[src/rtl/rvfi_pkt_serializer.sv]
// RVFI retirement packet serializer: buffers retirements in a small FIFO
// and streams each as a 24-byte little-endian packet over a byte handshake.
module rvfi_pkt_serializer #(
  parameter int DEPTH = 4
) (
  input  logic        clk,
  input  logic        rst,
  input  logic        ret_valid,
  input  logic [31:0] ret_pc,
  input  logic [31:0] ret_nxt_pc,
  input  logic [31:0] ret_instr,
  input  logic [31:0] ret_rd_val,
  input  logic [31:0] ret_mem_addr,
  input  logic [4:0]  ret_rd,
  input  logic        ret_trap,
  input  logic [3:0]  ret_mem_rmask,
  input  logic [3:0]  ret_mem_wmask,
  output logic        tx_valid,
  input  logic        tx_ready,
  output logic [7:0]  tx_data,
  output logic        tx_last,
  output logic        fifo_full,
  output logic        overflow,
  output logic [7:0]  drop_cnt
);

  localparam int AW = $clog2(DEPTH);
  localparam int CW = AW + 1;

  typedef enum logic {IDLE, SEND} state_e;

  state_e          state_q, state_d;
  logic [183:0]    mem_q [DEPTH];
  logic [AW-1:0]   wptr_q, rptr_q;
  logic [CW-1:0]   cnt_q, cnt_d;
  logic [4:0]      idx_q, idx_d;
  logic [7:0]      seq_q, drop_q, drop_d;
  logic            full_q, ovf_q;
  logic            pop, push, drop;
  logic [183:0]    entry;
  logic [191:0]    pkt;

  // Entry holds every byte after the 0xA5 sync byte, in wire order.
  assign entry = {seq_q, ret_mem_wmask, ret_mem_rmask,
                  ret_trap, 2'b00, ret_rd, ret_mem_addr,
                  ret_rd_val, ret_instr, ret_nxt_pc, ret_pc};
  assign pkt   = {mem_q[rptr_q], 8'hA5};

  assign pop  = (state_q == SEND) && tx_ready
             && (idx_q == 5'd23);
  assign push = ret_valid
             && ((cnt_q != CW'(DEPTH)) || pop);
  assign drop = ret_valid && !push;

  assign cnt_d  = cnt_q + CW'(push) - CW'(pop);
  assign drop_d = (drop && drop_q != 8'hFF)
                ? drop_q + 8'd1 : drop_q;

  always_comb begin
    state_d = state_q;
    idx_d   = idx_q;
    unique case (state_q)
      IDLE: begin
        if (cnt_q != '0) begin
          state_d = SEND;
          idx_d   = 5'd0;
        end
      end
      SEND: begin
        if (tx_ready) begin
          if (idx_q == 5'd23) begin
            idx_d   = 5'd0;
            state_d = (cnt_d != '0) ? SEND : IDLE;
          end else begin
            idx_d = idx_q + 5'd1;
          end
        end
      end
      default: state_d = IDLE;
    endcase
  end

  always_ff @(posedge clk or posedge rst) begin
    if (rst) begin
      state_q <= IDLE;
      wptr_q  <= '0;
      rptr_q  <= '0;
      cnt_q   <= '0;
      idx_q   <= '0;
      seq_q   <= '0;
      drop_q  <= '0;
      full_q  <= 1'b0;
      ovf_q   <= 1'b0;
    end else begin
      state_q <= state_d;
      idx_q   <= idx_d;
      cnt_q   <= cnt_d;
      wptr_q  <= wptr_q + AW'(push);
      rptr_q  <= rptr_q + AW'(pop);
      full_q  <= (cnt_d == CW'(DEPTH));
      drop_q  <= drop_d;
      if (ret_valid) seq_q <= seq_q + 8'd1;
      if (drop) ovf_q <= 1'b1;
    end
  end

  // Storage needs no reset; occupancy alone says what is valid.
  always_ff @(posedge clk) begin
    if (push) mem_q[wptr_q] <= entry;
  end

  assign tx_valid  = (state_q == SEND);
  assign tx_data   = tx_valid ? pkt[{idx_q, 3'b000} +: 8] : 8'h00;
  assign tx_last   = tx_valid && (idx_q == 5'd23);
  assign fifo_full = full_q;
  assign overflow  = ovf_q;
  assign drop_cnt  = drop_q;

endmodule

[config.mk]
export PLATFORM = sky130hd
export DESIGN_NAME = rvfi_pkt_serializer
export DESIGN_NICKNAME = d
export VERILOG_FILES = /design/src/rtl/rvfi_pkt_serializer.sv
export SDC_FILE = /design/constraint.sdc
export NUM_CORES = 1
export LEC_CHECK = 0
export ABC_AREA = 1
export CAP_MARGIN = 20
export CORE_ASPECT_RATIO = 1.4
export CORE_MARGIN = 2
export CORE_UTILIZATION = 45
export DETAILED_ROUTE_END_ITERATION = 16
export PLACE_DENSITY = 0.6
export SKIP_CTS_REPAIR_TIMING = 1
export SYNTH_ARGS = -nofsm -noshare
export SYNTH_HDL_FRONTEND = slang
export SYNTH_SLANG_ARGS = --single-unit
[constraint.sdc]
create_clock -name clk -period 17.2 [get_ports clk]
set_clock_uncertainty 0.15 [all_clocks]
set_input_delay 2.58 -clock clk [delete_from_list [all_inputs] [get_ports clk]]
set_output_delay 2.58 -clock clk [all_outputs]
set_load 0.005 [all_outputs]
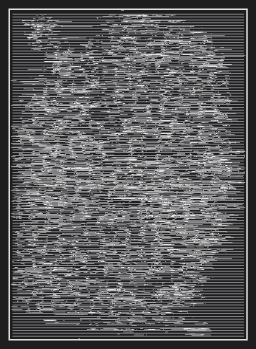
*The metal 1 layer*
Supply wires on this layer in gray.
nets with wire on the layer: 2782
longest straight run: 64.4 um
wire length on this layer: 32.3 mm

==> reports/qor.json <==
{
  "fraction_of_layout_instances_using_a_drive_strength_above_1_pct": 5.43,
  "clkCellAreaFrac_pct": 6.41,
  "num-nonclk-inverters": 203,
  "fmax_mhz": 120,
  "outcome": "completed",
  "vdd.ir_drop.worst_uv": 99.7,
  "rows": 114,
  "worst_hold_path.num_cells": 2,
  "grtUsageMet1_pct": 28.5,
  "finalCriticalPeriod_ns": 8.31,
  "ff_count": 759,
  "top_usage_layer": "met2",
  "topRoutingLayerUsed": "met5",
  "crit_top_cell": "nand2_1",
  "final-comb-area_um2": 7120,
  "synthesis.yosys.warnings": 0,
  "detail_route.wirelength.met1_mm": 32.3,
  "fillers": 5834,
  "top_delay_family_on_crit_path": "buffers and inverters",
  "antenna_found_initial": 5,
  "startpoint_type": "flop",
  "dpl-instance-area_um2": 33900,
  "layout.buffer.nonclock.area_share_pct": 6.18,
  "wl_met3_mm": 4.80,
  "worstReg2RegEnd": "mem_q[3][30]",
  "antenna_violating_nets_post_route": 0,
  "tightestPinTransition_ns": 1.12,
  "global_route.overflow_total": 0,
  "seq_area_share_pct": 62.4,
  "yosys.area_share.aoi_pct": 4.75,
  "postSynthNetCount": 2885,
  "layout_clock_buffers": 88,
  "finalSetupViolCount": 0,
  "synth.distinct_cells": 34,
  "tap_cells": 928,
  "multi_input_combinational_area_share_pct": 19.6,
  "setup.worst_path.class": "flop to output pin",
  "seq_area_frac_synth_pct": 71.9,
  "routed_wire_length_per_instance_um": 21.1,
  "layoutNonFillerInstCount": 3836
}
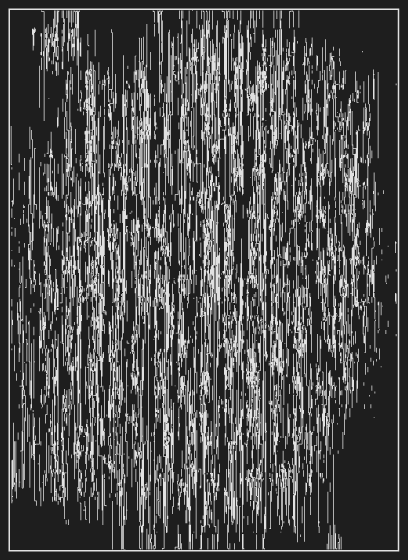
*Metal 2*
nets with wire on the layer: 2327
longest straight run: 134 um
wire length on this layer: 40.7 mm
share of all routed wire: 50%
fraction of met2 tracks used by global routing: 38.5%
wire length reported by the detailed router: 81.1 mm
routed vias: 20400

==> through the flow <==
stage          hold WS (ns)  total power, mW  worst slack [ns]
3_3_place_gp          0.313             3.99              9.48
4_1_cts               0.335             5.60              8.78
2_1_floorplan         0.308             3.61             0.671
5_1_grt               0.359             5.83              8.49
6_report              0.337             5.56              8.89
3_5_place_dp          0.313             4.02              9.46
==> registers in the layout, indices dropped and copies added, names as in the netlist <==
name       count
tx_valid       1
drop_cnt       8
overflow       1
wptr_q         2
cnt_q          3
fifo_full      1
rptr_q         2
idx_q          5
mem_q        728
seq_q          8
==> power by group <==
part | leakage (nW) | switching [mW] | internal [mW]
combinational | 5.30 | 0.996 | 0.395
sequential | 7.03 | 0.128 | 2.46
clock | 1.14 | 0.675 | 0.905
Power figures rest on the tool's default switching activity, not on a simulated workload.
